Figure 1. Met1 routing (run 1).
The bar under the picture is 100 µm long. Supply wires on this layer in gray. Cells faint in the background.
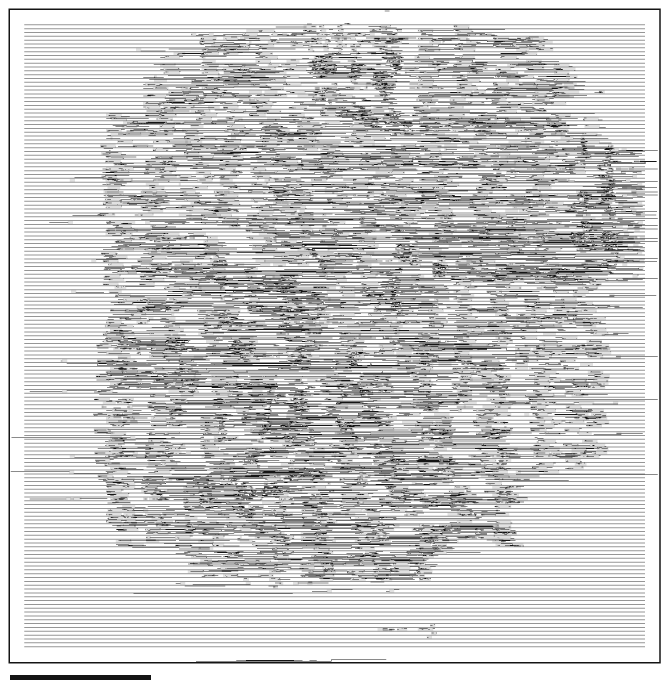
Figure 2. Signal wires by layer (run 1).
Only two layers are drawn.
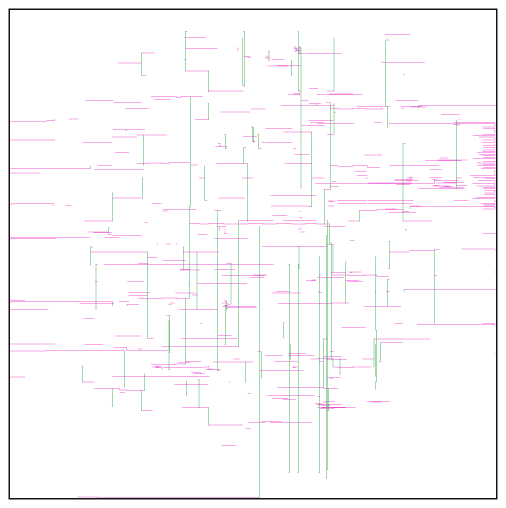
Figure 3. Wires at chosen ports, followed through buffers (run 1).
The bar under the picture is 100 µm long.
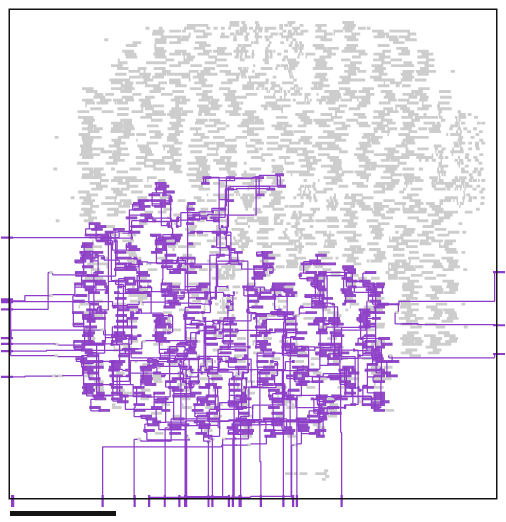
--- src/rtl/btb_next_pc_predictor_if.sv ---
// Fetch-side bundle of the next-PC predictor: lookup request, RAS
// top-of-stack, EX-stage training port and the one-cycle-later prediction.
interface btb_next_pc_predictor_if #(
  parameter int XLEN = 32
);
  logic            flush;
  logic            fetch_valid;
  logic [XLEN-1:0] fetch_pc;
  logic [XLEN-1:0] ras_top;
  logic            ras_valid;
  logic            upd_valid;
  logic [XLEN-1:0] upd_pc;
  logic            upd_taken;
  logic [XLEN-1:0] upd_target;
  logic [1:0]      upd_type;
  logic            pred_valid;
  logic            pred_taken;
  logic [XLEN-1:0] pred_target;
  logic            pred_is_call;
  logic            pred_is_return;
  logic [XLEN-1:0] ras_push_addr;
  logic            hit;

  // Fetch/EX side: issues lookups and training, consumes predictions.
  modport master (
    output flush, fetch_valid, fetch_pc, ras_top, ras_valid,
    output upd_valid, upd_pc, upd_taken, upd_target, upd_type,
    input  pred_valid, pred_taken, pred_target, pred_is_call,
    input  pred_is_return, ras_push_addr, hit
  );

  // Predictor side.
  modport slave (
    input  flush, fetch_valid, fetch_pc, ras_top, ras_valid,
    input  upd_valid, upd_pc, upd_taken, upd_target, upd_type,
    output pred_valid, pred_taken, pred_target, pred_is_call,
    output pred_is_return, ras_push_addr, hit
  );
endinterface

--- src/rtl/btb_next_pc_predictor.sv ---
// Direct-mapped BTB next-PC predictor. A lookup registered at edge N
// produces its prediction during cycle N+1; returns take their target from
// the RAS top-of-stack seen in that output cycle. Entries are trained from
// EX resolution and written at the edge after upd_valid.
module btb_next_pc_predictor #(
  parameter int XLEN        = 32,
  parameter int BTB_ENTRIES = 16,
  parameter int IDX_W       = $clog2(BTB_ENTRIES)
) (
  input logic                   clk,
  input logic                   reset,
  btb_next_pc_predictor_if.slave bus
);

  localparam int TAG_W = XLEN - IDX_W - 2;

  localparam logic [1:0] TYPE_BR   = 2'b00;
  localparam logic [1:0] TYPE_JMP  = 2'b01;
  localparam logic [1:0] TYPE_CALL = 2'b10;
  localparam logic [1:0] TYPE_RET  = 2'b11;

  // Two-bit saturating direction counter step.
  function automatic logic [1:0] sat_ctr(input logic [1:0] ctr, input logic taken);
    if (taken) return (ctr == 2'b11) ? 2'b11 : ctr + 2'b01;
    else       return (ctr == 2'b00) ? 2'b00 : ctr - 2'b01;
  endfunction

  // Table storage; only the valid bits carry reset state.
  logic [BTB_ENTRIES-1:0] tbl_vld;
  logic [TAG_W-1:0]       tbl_tag [BTB_ENTRIES];
  logic [XLEN-1:0]        tbl_tgt [BTB_ENTRIES];
  logic [1:0]             tbl_ctr [BTB_ENTRIES];
  logic [1:0]             tbl_typ [BTB_ENTRIES];

  // Training decode.
  logic [IDX_W-1:0] upd_idx;
  logic [TAG_W-1:0] upd_tag;
  logic             upd_hit;
  logic             upd_wr;
  logic [1:0]       upd_ctr;

  // Decide whether the EX update rewrites, allocates or leaves the entry alone.
  always_comb begin
    upd_idx = bus.upd_pc[IDX_W+1:2];
    upd_tag = bus.upd_pc[XLEN-1:IDX_W+2];
    upd_hit = tbl_vld[upd_idx] && (tbl_tag[upd_idx] == upd_tag);
    upd_wr  = bus.upd_valid && (upd_hit || bus.upd_taken);
    if (upd_hit)
      upd_ctr = (bus.upd_type == TYPE_BR) ? sat_ctr(tbl_ctr[upd_idx], bus.upd_taken) : 2'b11;
    else
      upd_ctr = (bus.upd_type == TYPE_BR) ? 2'b10 : 2'b11;
  end

  // Entry valid bits: cleared immediately by reset, set on allocation.
  always_ff @(posedge clk or posedge reset) begin
    if (reset)
      tbl_vld <= '0;
    else if (upd_wr)
      tbl_vld[upd_idx] <= 1'b1;
  end

  // Entry payload write; a same-cycle lookup still reads the old contents.
  always_ff @(posedge clk) begin
    if (upd_wr) begin
      tbl_tag[upd_idx] <= upd_tag;
      tbl_tgt[upd_idx] <= bus.upd_target;
      tbl_ctr[upd_idx] <= upd_ctr;
      tbl_typ[upd_idx] <= bus.upd_type;
    end
  end

  // ---- stage p1: registered lookup (PC + entry snapshot) ----
  logic             vld_p1;
  logic [XLEN-1:0]  pc_p1;
  logic             ent_vld_p1;
  logic [TAG_W-1:0] ent_tag_p1;
  logic [XLEN-1:0]  ent_tgt_p1;
  logic [1:0]       ent_ctr_p1;
  logic [1:0]       ent_typ_p1;

  // Prediction valid: flush wins over a lookup, reset drops it at once.
  always_ff @(posedge clk or posedge reset) begin
    if (reset)
      vld_p1 <= 1'b0;
    else
      vld_p1 <= bus.fetch_valid && !bus.flush;
  end

  // Capture the looked-up PC and the indexed entry.
  always_ff @(posedge clk) begin
    if (bus.fetch_valid) begin
      pc_p1      <= bus.fetch_pc;
      ent_vld_p1 <= tbl_vld[bus.fetch_pc[IDX_W+1:2]];
      ent_tag_p1 <= tbl_tag[bus.fetch_pc[IDX_W+1:2]];
      ent_tgt_p1 <= tbl_tgt[bus.fetch_pc[IDX_W+1:2]];
      ent_ctr_p1 <= tbl_ctr[bus.fetch_pc[IDX_W+1:2]];
      ent_typ_p1 <= tbl_typ[bus.fetch_pc[IDX_W+1:2]];
    end
  end

  logic [XLEN-1:0] pc_plus4_p1;
  logic            hit_p1;

  // Form the prediction; everything is held at zero while no prediction is pending.
  always_comb begin
    pc_plus4_p1        = pc_p1 + XLEN'(4);
    hit_p1             = ent_vld_p1 && (ent_tag_p1 == pc_p1[XLEN-1:IDX_W+2]);
    bus.pred_valid     = 1'b0;
    bus.pred_taken     = 1'b0;
    bus.pred_target    = '0;
    bus.pred_is_call   = 1'b0;
    bus.pred_is_return = 1'b0;
    bus.ras_push_addr  = '0;
    bus.hit            = 1'b0;
    if (vld_p1) begin
      bus.pred_valid    = 1'b1;
      bus.ras_push_addr = pc_plus4_p1;
      bus.hit           = hit_p1;
      bus.pred_target   = pc_plus4_p1;
      if (hit_p1) begin
        unique case (ent_typ_p1)
          TYPE_BR: begin
            bus.pred_taken = ent_ctr_p1[1];
            if (ent_ctr_p1[1]) bus.pred_target = ent_tgt_p1;
          end
          TYPE_JMP: begin
            bus.pred_taken  = 1'b1;
            bus.pred_target = ent_tgt_p1;
          end
          TYPE_CALL: begin
            bus.pred_taken   = 1'b1;
            bus.pred_target  = ent_tgt_p1;
            bus.pred_is_call = 1'b1;
          end
          TYPE_RET: begin
            bus.pred_taken     = 1'b1;
            bus.pred_is_return = 1'b1;
            bus.pred_target    = bus.ras_valid ? bus.ras_top : ent_tgt_p1;
          end
          default: ;
        endcase
      end
    end
  end

endmodule

--- src/flat_wrapper.sv ---
// flat-port wrapper written by rule: the top's interface ports become plain ports
module btb_next_pc_predictor_flat 
#(
  parameter int XLEN        = 32,
  parameter int BTB_ENTRIES = 16,
  parameter int IDX_W       = $clog2(BTB_ENTRIES)
)
  (clk, reset, bus_flush, bus_fetch_valid, bus_fetch_pc, bus_ras_top, bus_ras_valid, bus_upd_valid, bus_upd_pc, bus_upd_taken, bus_upd_target, bus_upd_type, bus_pred_valid, bus_pred_taken, bus_pred_target, bus_pred_is_call, bus_pred_is_return, bus_ras_push_addr, bus_hit);
  btb_next_pc_predictor_if #(.XLEN(XLEN)) bus_i ();
  input logic clk;
  input logic reset;
  input wire logic [$bits(bus_i.flush)-1:0] bus_flush;
  input wire logic [$bits(bus_i.fetch_valid)-1:0] bus_fetch_valid;
  input wire logic [$bits(bus_i.fetch_pc)-1:0] bus_fetch_pc;
  input wire logic [$bits(bus_i.ras_top)-1:0] bus_ras_top;
  input wire logic [$bits(bus_i.ras_valid)-1:0] bus_ras_valid;
  input wire logic [$bits(bus_i.upd_valid)-1:0] bus_upd_valid;
  input wire logic [$bits(bus_i.upd_pc)-1:0] bus_upd_pc;
  input wire logic [$bits(bus_i.upd_taken)-1:0] bus_upd_taken;
  input wire logic [$bits(bus_i.upd_target)-1:0] bus_upd_target;
  input wire logic [$bits(bus_i.upd_type)-1:0] bus_upd_type;
  output wire logic [$bits(bus_i.pred_valid)-1:0] bus_pred_valid;
  output wire logic [$bits(bus_i.pred_taken)-1:0] bus_pred_taken;
  output wire logic [$bits(bus_i.pred_target)-1:0] bus_pred_target;
  output wire logic [$bits(bus_i.pred_is_call)-1:0] bus_pred_is_call;
  output wire logic [$bits(bus_i.pred_is_return)-1:0] bus_pred_is_return;
  output wire logic [$bits(bus_i.ras_push_addr)-1:0] bus_ras_push_addr;
  output wire logic [$bits(bus_i.hit)-1:0] bus_hit;
  assign bus_i.flush = bus_flush;
  assign bus_i.fetch_valid = bus_fetch_valid;
  assign bus_i.fetch_pc = bus_fetch_pc;
  assign bus_i.ras_top = bus_ras_top;
  assign bus_i.ras_valid = bus_ras_valid;
  assign bus_i.upd_valid = bus_upd_valid;
  assign bus_i.upd_pc = bus_upd_pc;
  assign bus_i.upd_taken = bus_upd_taken;
  assign bus_i.upd_target = bus_upd_target;
  assign bus_i.upd_type = bus_upd_type;
  assign bus_pred_valid = bus_i.pred_valid;
  assign bus_pred_taken = bus_i.pred_taken;
  assign bus_pred_target = bus_i.pred_target;
  assign bus_pred_is_call = bus_i.pred_is_call;
  assign bus_pred_is_return = bus_i.pred_is_return;
  assign bus_ras_push_addr = bus_i.ras_push_addr;
  assign bus_hit = bus_i.hit;
  btb_next_pc_predictor #(.XLEN(XLEN), .BTB_ENTRIES(BTB_ENTRIES), .IDX_W(IDX_W)) u_core (.clk(clk), .reset(reset), .bus(bus_i));
endmodule
--- config.mk ---
export PLATFORM = sky130hd
export DESIGN_NAME = btb_next_pc_predictor_flat
export DESIGN_NICKNAME = d
export VERILOG_FILES = /design/src/rtl/btb_next_pc_predictor_if.sv /design/src/rtl/btb_next_pc_predictor.sv /design/src/flat_wrapper.sv
export SDC_FILE = /design/constraint.sdc
export NUM_CORES = 1
export LEC_CHECK = 0
export CAP_MARGIN = 40
export CORE_AREA = 10 10 450 452
export DETAILED_ROUTE_END_ITERATION = 6
export DIE_AREA = 0 0 460 462
export PLACE_DENSITY_LB_ADDON = 0.15
export SLEW_MARGIN = 20
export SYNTH_ARGS = -nofsm -noshare
export SYNTH_HDL_FRONTEND = slang
export SYNTH_SLANG_ARGS = --single-unit
--- constraint.sdc ---
create_clock -name clk -period 7.85 [get_ports clk]
set_input_delay 1.57 -clock clk [delete_from_list [all_inputs] [get_ports clk]]
set_output_delay 1.57 -clock clk [all_outputs]
set_load 0.05 [all_outputs]
==> notes.md, run 1 <==
Physical implementation.

- The flow ran to the end, and the final reports show no timing, DRC or antenna violations.
- The number of instances in the placed design is ~5100.
- The critical path in this run is classified as reg -> out.
- The number of enable flip-flop cells is ~1100.
- Looking at the hold checks, the worst path lands on u_core.tbl_vld[3].
- In the layout the commonest cells are 1086 x sky130_fd_sc_hd__edfxtp_1, 379 x sky130_fd_sc_hd__mux4_2, 193 x sky130_fd_sc_hd__clkdlybuf4s50_1.
- The critical path ends at bus_pred_target[26].
- The worst setup path is launched from a register.
- The number of antenna violations at the first check in global routing is 32.
- The minimum period implied by the final worst setup slack is 6.70 ns.
- The data required time reported for the critical path is 6.28 ns.
- The synthesis report lists the Yosys warning total as 0.
- The top fanout value on the critical path is 6.
- Among all flip-flop cells after synthesis, the most frequent one is sky130_fd_sc_hd__edfxtp_1.
- Summing all non-filler instances in the final layout gives an area of between 50000 and 60000 µm².
- The total number of cells along the worst setup path is 10.
- The worst hold slack is 0.501 ns.
- The number of buffer and inverter instances along the worst setup path is 2.
- Traced cell by cell, the critical path runs through ha_1, inv_1, or4_1, nor4_2, nand3_1, xor2_1, nand2_1, a21oi_1, a2111oi_0, clkdlybuf4s50_1.
- The highest attainable clock frequency is 149 MHz.
- Setup repair after global routing left no endpoint under its margin.
- The power per cell area is approximately 240 nW/µm².
- CTS built an H-tree with a depth of 4.
- The congestion estimate from routability-driven global placement came to 0.782.
- The final total power is 13.9 mW.
- The clock-pin slew on the worst setup and hold paths is 0.05 ns.
- Of the available clock period, the critical path in the final layout requires 85.3%.
- The setup slack of the most critical reg-to-reg path is 3.49 ns.
- The count of TritonRoute iterations in the first routing pass is 5.
- The OpenROAD report gives the critical path a data arrival time of 5.13 ns.
- Looking at the clock tree report, the maximum root-to-sink buffer count equals 3.
- The commonest cells after synthesis are 1086 x sky130_fd_sc_hd__edfxtp_1, 379 x sky130_fd_sc_hd__mux4_2, 105 x sky130_fd_sc_hd__mux2i_1.
- The number of vias per cell after detailed routing is around 4.8.
- The depth of the worst register-to-register path is 9.
- The final timing report lists clock skew as 0.0290 ns.
- The number of global-route vias before repair is 27400.
- The total clock buffers created by CTS is 130.
- The number of warnings in the stage logs is 33.
- The number of nets in the layout is 2813.
- On the critical path, the stage with the largest delay is an instance of sky130_fd_sc_hd__clkdlybuf4s50_1.
- After synthesis, the share of flip-flops with an asynchronous set or reset is 1.54%.
- The placed wire-length estimate after detailed placement is 98400 µm.
- The final cell count without fillers is 5319.
- The share of the synthesized area in the top cell type is a little under 70%.
- Clock latency on the worst-skew pair, taken at its later pin, is 0.76 ns.
- The startpoint identified for the worst register-to-register timing path is u_core.tbl_tag[14][16].
- Per the synth log, the flip-flop and latch total comes to 1103.
- The area growth from synthesis to layout is 21.1%.
- The floorplan core density is 24.8%.
- Ranked by total cell area, the synthesized netlist is headed by sky130_fd_sc_hd__edfxtp_1 68%, sky130_fd_sc_hd__mux4_2 18%, sky130_fd_sc_hd__mux2i_1 2.2%.
- In the final report, the number of hold violations comes to 0.
- The clock sink total is 1103.
- The number of standard cells after synthesis is between 2000 and 2500.
- The mapped netlist covers 48000 µm².
- The report counts max-capacitance violations totalling 0.
- TritonCTS built the clock tree.
- For this design the static power due to leakage is 18.2 nW.
- The wire length of the first global-routing pass is 222000 µm.
- The number of setup buffers added after CTS is 0.
- The width of the chip is approximately 460 µm.
- Endpoints with negative setup slack in the final report add up to 0.
- The pre-CTS setup slack is approximately 1.4 ns.
- The count of nets left with antenna violations once routing finished came out at 0.
- The cell depth of the worst min-delay path is 2.
- The tightest slew margin relative to the limit is 36.6%.
- The violation tally recorded at the end of detailed-routing iteration 0 is 1963.
- The post-detailed-placement cell area is about 54000 µm².
- The post-synthesis chip area from yosys is 48000 µm².
- STA reports the tightest min-delay check as being of type reg -> reg.
- The slew at the pin with the worst max-slew slack is between 0.9 and 1 ns.
- The synthesized area per cell is 20.1 µm².
- The worst setup path startpoint is u_core.pc_p1[2].
- Cells with a size suffix above 1 make up 27.1% of the layout.
- The detailed-route DRC error count is 0.
- The final max-slew violation count recorded for this run is 0.
- The reg-to-reg endpoint is u_core.tbl_tgt[4][5].
- For this run, the slowest stage of the critical path takes 0.93 ns.
- The worst setup path is captured at an output port.
- Per the OpenROAD floorplan log, the area of the core is 194000 µm².
- The root buffer cell chosen for the clock tree is sky130_fd_sc_hd__clkbuf_16.
- The most repeated cell in the gate-level netlist after synthesis is sky130_fd_sc_hd__edfxtp_1.
- Recorded from the global router log, the overflow total was 0.
- The launch point of the worst min-delay path is recorded as u_core.tbl_vld[3].
- Summed over all failing endpoints, the final setup total negative slack is 0 ns.
- Per the OpenROAD floorplan log, the height of the die is 462 µm.
- The cts-stage hold buffer count is 0.
- The kind of cell with the highest combined delay along the critical path is simple AND/OR/NAND/NOR gates.
## Picture notes: Figure 1
main direction: horizontal
share of all routed wire: 42%
met1 usage: 18.9%
routed vias: 25700
Post-Route WL: 160000 µm

## Picture notes: Figure 2
| layer | color | wire length |
|---|---|---|
| metal 3 | magenta | 7640 µm |
| metal 4 | green | 4240 µm |
drt wl/cell: 30.1 µm
combined global-route utilization of all metal layers: 14.8%

## Picture notes: Figure 3
| port | color | bits | direction | end cells | buffers | wire |
|---|---|---|---|---|---|---|
| `bus_upd_pc` | purple | 32 | input | 724 | 42 | 14800 µm |
count of buffers from port buffering: 203
number of primary I/O pins: 206

[run 1: final cells by class]
class                   instances  area (µm²)
repair buffers                301        3280
clock inverters                66         728
clock buffers                 166        3540
diodes                          6        15.0
multi-input cells            1101       14200
inverters                      34         128
well taps                    2542        3180
flip-flops and latches       1103       33000
fillers                     18800      136000
[run 1: where the power goes]
part / switching (mW) / internal (mW) / total [mW]
Clock: 2.42 / 3.62 / 6.04
Sequential: 0.0784 / 6.60 / 6.68
Combinational: 0.678 / 0.473 / 1.15
Total: 3.17 / 10.7 / 13.9
[run 1: cells by family (layout without fill, tap and decap cells)]
kind of cell / after synthesis / after routing / share of synthesized area (%)
buffers and inverters: 186 / 567 / 1.83
AND-OR/OR-AND: 237 / 237 / 3.77
other: 0 / 6 / 0
XOR/XNOR: 80 / 80 / 1.46
flip-flops: 1103 / 1103 / 68.9
adder cells (fa/ha/maj): 6 / 6 / 0.151
multiplexers: 535 / 535 / 21.3
AND/OR/NAND/NOR: 243 / 243 / 2.63
[run 1: registers in the layout, indices dropped and copies added (netlist names)]
name               flops
u_core.ent_typ_p1      2
u_core.ent_ctr_p1      1
u_core.ent_tag_p1     26
u_core.tbl_tag       416
u_core.pc_p1          32
u_core.tbl_ctr        32
u_core.ent_vld_p1      1
u_core.tbl_typ        32
u_core.vld_p1          1
u_core.tbl_tgt       512
u_core.tbl_vld        16
u_core.ent_tgt_p1     32
[run 1: per-layer routing]
metal | GRT usage (%) | up-vias | routed length, µm
met3 | 2.77 | 222 | 7640
met2 | 25.4 | 755 | 80600
met5 | 0 | - | 136
met1 | 18.9 | 14000 | 67700
li1 | - | 10700 | -
met4 | 4.51 | 22 | 4240
Figure 4. Sequential cells grouped by signal name (run 1).
The bar under the picture is 100 µm long. Other sequential cells in the stronger gray, the rest of the logic in the fainter gray.
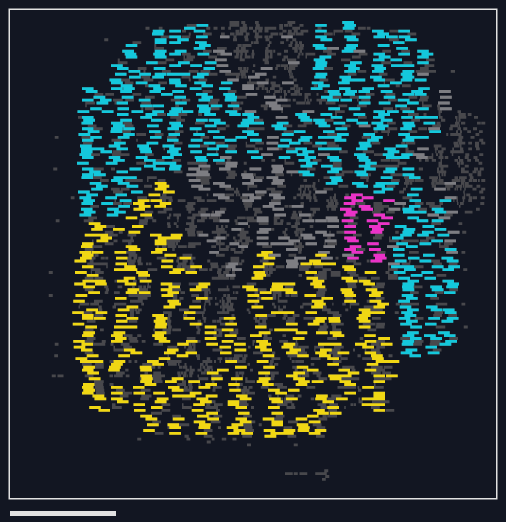

==> inputs of run 2 (changes only) <==
--- a/config.mk
+++ b/config.mk
@@ -10,7 +10,7 @@
 export DETAILED_ROUTE_END_ITERATION = 6
 export DIE_AREA = 0 0 460 462
 export PLACE_DENSITY_LB_ADDON = 0.15
-export SLEW_MARGIN = 20
+export SLEW_MARGIN = 25
 export SYNTH_ARGS = -nofsm -noshare
 export SYNTH_HDL_FRONTEND = slang
 export SYNTH_SLANG_ARGS = --single-unit
Figure 5. Sequential cells grouped by signal name (run 2).
The bar under the picture is 100 µm long. Other sequential cells in the stronger gray, the rest of the logic in the fainter gray.
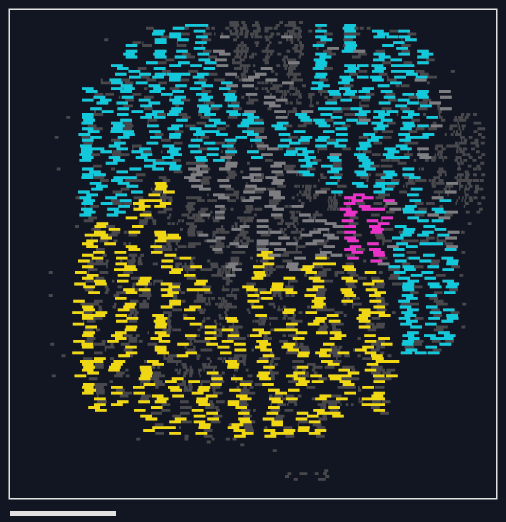
| netlist name | color | sequential cells |
|---|---|---|
| `u_core.tbl_tgt` | cyan | 512 |
| `u_core.tbl_tag` | yellow | 416 |
| `u_core.tbl_typ` | magenta | 32 |
not colored: 143
Post-Route Utilization: 30.0%
FF/Latch Area: 33000 µm²
flip-flop and latch share of the layout cell area: 56.9%
flip-flop and latch power: 6.68 mW

Figure 6. Wires at chosen ports, followed through buffers (run 2).
The bar under the picture is 100 µm long.
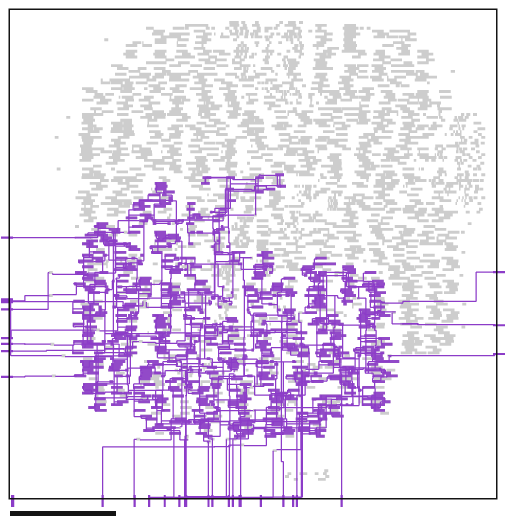
| port | color | bits | direction | end cells | buffers | wire |
|---|---|---|---|---|---|---|
| `bus_upd_pc` | purple | 32 | input | 724 | 41 | 14700 µm |

==> run 2 against run 1 <==
  * Global-route usage hardly changed
  * Final area hardly changed
  * Clock skew is 0.0038 ns higher
  * Non-clock buffer count is 2 lower
==> notes.md, run 2 <==
Physical implementation.

- The flop and latch count out of synthesis is 1103 (unchanged).
- The hold-critical path endpoint is u_core.tbl_vld[4] (was u_core.tbl_vld[3]).
- The number of setup buffers added after CTS is 0 (unchanged).
- The final total power was 13.9 mW (about the same).
- The wire length of the first global-routing pass is 223000 µm (was 222000 µm).
- The final setup violation count is 0 (unchanged).
- The number of standard cells after synthesis is 2390 (unchanged).
- The aggregate global routing overflow is 0 (unchanged).
- The clock sink total was 1103 (unchanged).
- The post-synthesis chip area from yosys is 48000 µm² (unchanged).
- The total clock buffers created by CTS is 131 (was 130).
- The number of nets still failing antenna checks after routing is 0 (unchanged).
- The number of antenna violations at the first check in global routing is 27 (was 32).
- The detailed-route DRC error count was 0 (unchanged).
- The worst hold slack is 0.487 ns (was 0.501 ns).
- The highest attainable clock frequency was 151 MHz (was 149 MHz).
- The final weighted congestion in routability-driven placement is 0.782 (unchanged).
- The minimum period implied by the final worst setup slack is 6.64 ns (was 6.70 ns).
- The setup slack of the most critical reg-to-reg path is 3.53 ns (was 3.49 ns).
- The post-route fraction of the period consumed by the critical path was 84.6% (was 85.3%).
- The cts-stage hold buffer count is 0 (unchanged).
- The critical path capture point type is an output port (unchanged).
- The category of the most critical setup path is reg -> out (unchanged).
- The synthesis-to-finish area growth was 21.1% (about the same).
- The max-cap violation count is 0 (unchanged).
- The warning count from the yosys run was 0 (unchanged).
- The all-layer global routing usage came to 14.8% (about the same).
- The global routing usage on met3 came to 2.52% (was 2.77%).
- The launch instance of the worst min-delay path is u_core.tbl_vld[4] (was u_core.tbl_vld[3]).
- The pre-CTS setup slack was 1.48 ns (was 1.40 ns).
- The CTS tree is built (unchanged).
- The placed wire-length estimate after detailed placement was 98400 µm (about the same).
- The number of instances in the placed design is 5078 (was 5079).
- The tally of buffers added on design ports is 203 (unchanged).
- The highest-utilization routing layer at the global route stage is met2 (unchanged).
- The worst min-delay path category is reg -> reg (unchanged).
- The ratio of cells with drive above 1 in the final layout is 27.0% (was 27.1%).
- The number of vias in the routed layout is 25800 (was 25700).
- The slew at the pin with the worst max-slew slack came to 0.877 ns (was 0.948 ns).
- The number of nets in the layout is 2812 (was 2813).
- The data arrival at the endpoint of the critical path came to 5.07 ns (was 5.13 ns).
- The number of enable flip-flop cells was 1086 (unchanged).
- Status: finished, final reports clean (unchanged).
- The static leakage was 18.2 nW (about the same).
- The number of warnings in the stage logs was 33 (unchanged).
- The power per cell area is 239 nW/µm² (about the same).
- Synth top area cells: sky130_fd_sc_hd__edfxtp_1 68%, sky130_fd_sc_hd__mux4_2 18%, sky130_fd_sc_hd__mux2i_1 2.2% (unchanged).
- The synthesized area per cell is 20.1 µm² (unchanged).
- The number of flip-flops under the largest register name is 512 (unchanged).
- The startpoint of the worst-slack reg-to-reg timing path is u_core.tbl_tag[14][16] (unchanged).
- The global routing usage on met2 is 25.7% (was 25.4%).
- Registers with the highest flip-flop counts: u_core.tbl_tgt x512, u_core.tbl_tag x416 (unchanged).
- The clock skew is 0.0328 ns (was 0.0290 ns).
- The kind of start point of the critical path is a register (unchanged).
- Most used standard cells in the synthesized netlist: 1086 x sky130_fd_sc_hd__edfxtp_1, 379 x sky130_fd_sc_hd__mux4_2, 105 x sky130_fd_sc_hd__mux2i_1 (unchanged).
- The insertion delay of the later-clocked pin in the worst-skew pair was 0.77 ns (was 0.76 ns).
- The vertical die dimension came to 462 µm (unchanged).
- Setup repair after global routing missed its margin: false (unchanged).
- The worst setup path startpoint is u_core.pc_p1[2] (unchanged).
- The width of the chip is 460 µm (unchanged).
- The number of DRC markers in iteration 0 is 1771 (was 1963).
- The floorplan core density came to 24.8% (unchanged).
- The most repeated cell in the gate-level netlist after synthesis is sky130_fd_sc_hd__edfxtp_1 (unchanged).
- The post-detailed-placement cell area came to 53800 µm² (about the same).
- The setup TNS is 0 ns (unchanged).
- The primary flip-flop cell chosen by synthesis mapping is sky130_fd_sc_hd__edfxtp_1 (unchanged).
- The worst endpoint required time is 6.28 ns (about the same).
- The total count of max-transition violations in the final report was 0 (unchanged).
- The tightest slew margin relative to the limit is 41.1% (was 36.6%).
- The share of the synthesized area in the top cell type was 68.0% (unchanged).
- The count of TritonRoute iterations in the first routing pass is 7 (was 5).
- The number of vias per cell after detailed routing is 4.86 (was 4.84).
- The number of buffers on the longest clock path is 3 (unchanged).
- The area taken by multi-input logic gates came to 14200 µm² (about the same).
Figure 7. Signal wires by layer (run 2).
Only two layers are drawn.
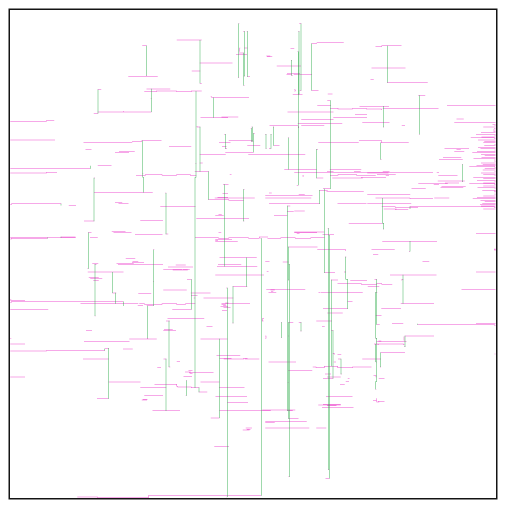
| layer | color | wire length |
|---|---|---|
| metal 4 | green | 4060 µm |
| metal 3 | magenta | 7300 µm |
drt wl/cell: 30.2 µm
Post-Route WL: 160000 µm

-- run 2: cell counts after synthesis --
No cell type changed its count.
-- run 2: routing by layer --
layer  wire length [µm]  vias up
li1                   -    10700
met2              80800      743
met5                 99        -
met4               4060       16
met3               7300      207
met1              68200    14100
-- run 2: area by class of cell --
cell class | count | area share (%)
Sequential cell | 1103 | 56.9
Multi-Input combinational cell | 1101 | 24.5
Clock buffer | 161 | 6.02
Timing Repair Buffer | 299 | 5.64
Tap cell | 2542 | 5.48
Clock inverter | 75 | 1.30
Inverter | 34 | 0.220
Antenna cell | 3 | 0.0129
-- run 2: worst max-delay path: stages (launching register included) --
cell and delay, ns:
sky130_fd_sc_hd__edfxtp_1 0.66, sky130_fd_sc_hd__ha_1 0.33, sky130_fd_sc_hd__inv_1 0.05, sky130_fd_sc_hd__or4_1 0.67, sky130_fd_sc_hd__nor4_2 0.49, sky130_fd_sc_hd__nand3_1 0.16, sky130_fd_sc_hd__xor2_1 0.29, sky130_fd_sc_hd__nand2_1 0.15
sky130_fd_sc_hd__a21oi_1 0.08, sky130_fd_sc_hd__a2111oi_0 0.49, sky130_fd_sc_hd__clkdlybuf4s50_1 0.92
-- run 2: cell families (layout without fill, tap and decap cells) --
group	after synthesis	count (layout)	share of synthesized area, %
AND-OR/OR-AND	237	237	3.77
XOR/XNOR	80	80	1.46
adder cells (fa/ha/maj)	6	6	0.151
buffers and inverters	186	569	1.83
flip-flops	1103	1103	68.9
multiplexers	535	535	21.3
other	0	3	0
AND/OR/NAND/NOR	243	243	2.63
-- run 2: where the power goes --
part,switching [mW],internal (mW),leakage [nW],total [mW]
clock network,2.44,3.60,2.06,6.03
logic,0.679,0.473,6.01,1.15
registers,0.0783,6.60,10.1,6.68
total,3.19,10.7,18.2,13.9
Power and IR drop assume default switching activity.
